**config.mk**
```make
export PLATFORM = sky130hd
export DESIGN_NAME = exec_delay_seq
export DESIGN_NICKNAME = d
export VERILOG_FILES = /design/src/rtl/exec_delay_seq.sv
export SDC_FILE = /design/constraint.sdc
export NUM_CORES = 1
export LEC_CHECK = 0
export CAP_MARGIN = 0
export CORE_MARGIN = 1.5
export CORE_UTILIZATION = 43
export DETAILED_ROUTE_END_ITERATION = 8
export PLACE_DENSITY_LB_ADDON = 0.12
export SYNTH_ARGS = -nofsm -noshare
export SYNTH_HDL_FRONTEND = slang
export SYNTH_SLANG_ARGS = --single-unit
```
**constraint.sdc**
```tcl
create_clock -name clk -period 3 [get_ports clk]
set_clock_uncertainty 0.15 [all_clocks]
set_input_delay 0.6 -clock clk [delete_from_list [all_inputs] [get_ports clk]]
set_output_delay 0.6 -clock clk [all_outputs]
set_load 0.03 [all_outputs]
```
**src/rtl/exec_delay_seq.sv**
```systemverilog
// Purpose: execute-stage delay sequencer; paces one decoded instruction through a fixed or ALU-terminated delay. Optional watchdog via DLY_TIMEOUT_EN.
// Latency: done_o rises max(dly_i,1) cycles after acceptance (1 if dly_sel_i=0 or dly_i=0), or 1 cycle after alu_done_i for dly_i=255.
// Backpressure: issue_ready_o low in COUNT/WAIT_EXT; a completing instruction (DONE) can hand off to the next one with no bubble.

// Shared operand/delay widths; the fallbacks apply when the shared define file is not in the compile.
`ifndef OPR_W
`define OPR_W 5
`endif
`ifndef DLY_W
`define DLY_W 8
`endif

module exec_delay_seq (
    input  logic              clk,
    input  logic              rst,
    input  logic              issue_valid_i,
    output logic              issue_ready_o,
    input  logic [`OPR_W-1:0] opr_typ_i,
    input  logic              dly_sel_i,
    input  logic [`DLY_W-1:0] dly_i,
    input  logic              alu_done_i,
    input  logic              flush_i,
    output logic              busy_o,
    output logic              stall_o,
    output logic              done_o,
    output logic [`OPR_W-1:0] done_opr_o
`ifdef DLY_TIMEOUT_EN
    ,
    output logic              err_o
`endif
);

    typedef enum logic [1:0] {
        IDLE     = 2'd0,
        COUNT    = 2'd1,
        WAIT_EXT = 2'd2,
        DONE     = 2'd3
    } state_t;

    // All-ones delay marks an open-ended operation finished by alu_done_i.
    localparam logic [`DLY_W-1:0] DLY_EXT = '1;

    state_t            state_q;
    state_t            state_d;
    state_t            acc_tgt;
    logic [`DLY_W-1:0] cnt_q;
    logic [`OPR_W-1:0] opr_q;
    logic              accept;
    logic              timeout;

    // A flush arriving while the current instruction completes blocks the hand-off,
    // even though the ready flag itself stays high in DONE.
    assign accept = issue_valid_i && issue_ready_o && !((state_q == DONE) && flush_i);

    // Destination state for a freshly accepted instruction. A delay of 1 is already
    // at the counter's terminal value, so it goes straight to DONE to keep the
    // "done exactly dly cycles later" timing; only 2..254 ever enter COUNT.
    always_comb begin
        acc_tgt = COUNT;
        if (!dly_sel_i || (dly_i <= `DLY_W'(1))) begin
            acc_tgt = DONE;
        end else if (dly_i == DLY_EXT) begin
            acc_tgt = WAIT_EXT;
        end
    end

`ifdef DLY_TIMEOUT_EN
    logic [9:0] wdog_q;
    logic       err_q;

    // Give up after the 1023rd WAIT_EXT cycle without an ALU completion.
    assign timeout = (state_q == WAIT_EXT) && !flush_i && !alu_done_i && (wdog_q == 10'd1022);

    // Watchdog counts WAIT_EXT residency; the error flag is sticky until reset.
    always_ff @(posedge clk) begin
        if (rst) begin
            wdog_q <= 10'd0;
            err_q  <= 1'b0;
        end else begin
            if (state_q == WAIT_EXT) begin
                wdog_q <= wdog_q + 10'd1;
            end else begin
                wdog_q <= 10'd0;
            end
            if (timeout) begin
                err_q <= 1'b1;
            end
        end
    end

    assign err_o = err_q;
`else
    assign timeout = 1'b0;
`endif

    // State register.
    always_ff @(posedge clk) begin
        if (rst) begin
            state_q <= IDLE;
        end else begin
            state_q <= state_d;
        end
    end

    // Next-state logic; flush and watchdog abort win over completion conditions.
    always_comb begin
        state_d = state_q;
        case (state_q)
            IDLE: begin
                if (accept) begin
                    state_d = acc_tgt;
                end
            end
            COUNT: begin
                if (flush_i) begin
                    state_d = IDLE;
                end else if (cnt_q <= `DLY_W'(2)) begin
                    state_d = DONE;
                end
            end
            WAIT_EXT: begin
                if (flush_i || timeout) begin
                    state_d = IDLE;
                end else if (alu_done_i) begin
                    state_d = DONE;
                end
            end
            DONE: begin
                state_d = accept ? acc_tgt : IDLE;
            end
            default: begin
                state_d = IDLE;
            end
        endcase
    end

    // Delay counter and opcode latch; counter is zero whenever not counting.
    always_ff @(posedge clk) begin
        if (rst) begin
            cnt_q <= '0;
            opr_q <= '0;
        end else begin
            if (accept) begin
                opr_q <= opr_typ_i;
            end
            if (accept && (acc_tgt == COUNT)) begin
                cnt_q <= dly_i;
            end else if ((state_q == COUNT) && (state_d == COUNT)) begin
                cnt_q <= cnt_q - `DLY_W'(1);
            end else begin
                cnt_q <= '0;
            end
        end
    end

    // Moore outputs decoded from the current state.
    always_comb begin
        issue_ready_o = 1'b0;
        busy_o        = 1'b0;
        stall_o       = 1'b0;
        done_o        = 1'b0;
        done_opr_o    = '0;
        case (state_q)
            IDLE: begin
                issue_ready_o = 1'b1;
            end
            COUNT, WAIT_EXT: begin
                busy_o  = 1'b1;
                stall_o = 1'b1;
            end
            DONE: begin
                issue_ready_o = 1'b1;
                busy_o        = 1'b1;
                done_o        = 1'b1;
                done_opr_o    = opr_q;
            end
            default: begin
                issue_ready_o = 1'b0;
            end
        endcase
    end

endmodule

```
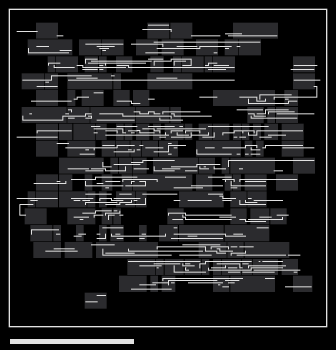
Fig. 1. Signal wires on met1.
Scale bar: 20 um. Cells faint in the background.
longest straight run	26.7 um
nets with wire on the layer	145
share of all routed wire	50%
wire length on this layer	1080 um

==> impl_metrics.tcl <==
# yosys + openroad results
set metrics [dict create \
    status "complete, no violations" \
    fp.coreArea_um2 2190 \
    p_total_mw 1.10 \
    insertion_delay_ps 280 \
    post_cts_buffers 0 \
    syn_avg_cell_area_um2 8.89 \
    antenna_left 0 \
    portBuffers 27 \
    p_int_mw 0.619 \
    switching_share_pct 43.5 \
    yosysTopAreaCellShare_pct 30.4 \
    nets 169 \
    crit_type "flop to output pin" \
    rows 17 \
    wirelength_um 2180 \
    largest_area_cell "dfxtp_1" \
    holdCritPathClass "flop to flop" \
    grtUsageTotal_pct 18.2 \
    grt_pass1_wl_um 3620 \
    die_x_um 50.9 \
    p_seq_share_pct 27.2 \
    grt.overflow.total 0 \
    routedWlPerCell_um 12.8 \
    dieArea_um2 2590 \
    max_slew_margin_pct 27.2 \
    hpwl_um 1740 \
    arrival_ps 1920 \
    ir_drop_mv 0.637 \
    min_delay_path_depth 2 \
    cts.clk_slew.worst_paths_ps 90 \
    drive_above_1_share_pct 9.15 \
    cts_max_path_buffers 2 \
    h-tree-depth 1 \
    ys_area_um2 987 \
    rsz0062_at_grt "false" \
    ys_cells 111 \
    ctsHoldBuffers 0 \
    powerDensity_nw_per_um2 826 \
    ctsResizeCount 0 \
    syn-num-nets 137 \
    nFillCells 198 \
    reg2reg_depth 6 \
    period_needed_ps 2670 \
    ys_async_sr_fraction_pct 0 \
    warnings 31 \
    period_used_pct 88.9 \
    grt_max_degree 11 \
    ys.flop_type "dfxtp_1" \
    synth-edff-count 0 \
    drc 0 \
    p_leak_nw 0.516 \
    comb_power_share_pct 62.3 \
    drt_first_pass_iters 4 \
    netlist_area_um2 987 \
    net-switching-power_mw 0.476 \
    avgViaCountPerCell 5.06 \
    ys_ff 15 \
    synth.most_common_cell "dfxtp_1" \
    p_clk_share_pct 10.5 \
]
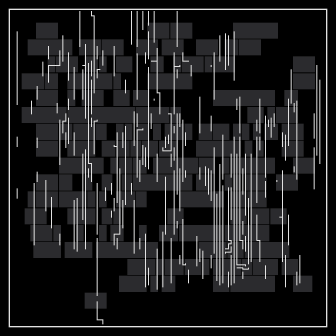
Fig. 2. Met2 routing.
Cells faint in the background.
longest straight run	23.5 um
wire length on this layer	979 um
main direction	vertical
share of all routed wire	45%

==> through the flow <==
stage | setup WS, ps | cells | area, um2 | hold slack (ps)
floorplan | 379 | 111 | 987 | 302
global placement | 174 | 166 | 1300 | 314
detailed placement | 93.2 | 166 | 1300 | 325
CTS | 308 | 170 | 1330 | 356
global route | 170 | 170 | 1330 | 407
finish | 332 | 170 | 1330 | 345
==> area by class of cell <==
cell class	count	area, um2	share of cell area (%)
clock buffer	4	26.3	1.98
inverter	8	30.0	2.26
multi-input combinational	86	649	49.0
sequential	15	300	22.6
tap	28	35.0	2.64
timing repair buffer	29	285	21.5
==> metal layers <==
| layer | vias to the layer above | part of all wire [%] | track usage [%] |
|---|---|---|---|
| li1 | 457 | - | - |
| met1 | 379 | 50 | 23.3 |
| met2 | 23 | 45 | 30.7 |
| met3 | 2 | 4.8 | 4.39 |
| met4 | 0 | 0.46 | 4.05 |
| met5 | - | 0 | 0 |
==> critical path: stages (launching register included) <==
cell	delay, ps
dfxtp_1	410
ha_1	370
and2_1	180
clkdlybuf4s50_1	670
==> final timing paths <==
path,startpoint,end,slack (ps)
worst max-delay path,state_q[1],done_opr_o[2],330
worst min-delay path,opr_q[1],opr_q[1],350
worst max register to register,state_q[0],cnt_q[7],370
worst min register to register,opr_q[1],opr_q[1],350
==> cells in the final DEF, fill, tap and decap left out, drive strengths merged, types with 4 or more instances in the layout <==
cell type,synthesis,layout
and2,6,6
inv,8,8
mux2i,5,5
xnor2,5,5
ha,7,7
nor2,10,10
clkdlybuf4s50,0,27
clkbuf,1,4
nand2,14,14
o31ai,8,8
nor2b,4,4
o21ai,5,5
dfxtp,15,15
==> sequential cells by signal (all words and copies together), names as in the netlist <==
signal   count
cnt_q        8
state_q      2
opr_q        5
==> kinds of logic (layout without fill, tap and decap cells) <==
family | count (synthesis) | count (layout) | share of synthesized area (%)
buf+inv | 10 | 41 | 3.80
simple gates | 46 | 46 | 23.8
mux | 5 | 5 | 5.07
xor+xnor | 6 | 6 | 5.32
fa+ha+maj | 7 | 7 | 8.87
flops | 15 | 15 | 30.4
compound gates | 22 | 22 | 22.7
==> power groups by stage <==
stage / registers, mW / clock network, mW / logic, mW
2_1_floorplan: 0.289 / 0 / 0.514
3_3_place_gp: 0.300 / 0 / 0.677
3_5_place_dp: 0.301 / 0 / 0.680
4_1_cts: 0.297 / 0.119 / 0.686
5_1_grt: 0.306 / 0.129 / 0.750
6_report: 0.298 / 0.115 / 0.683
No activity file was given, so power comes from the tool's default toggle rates.
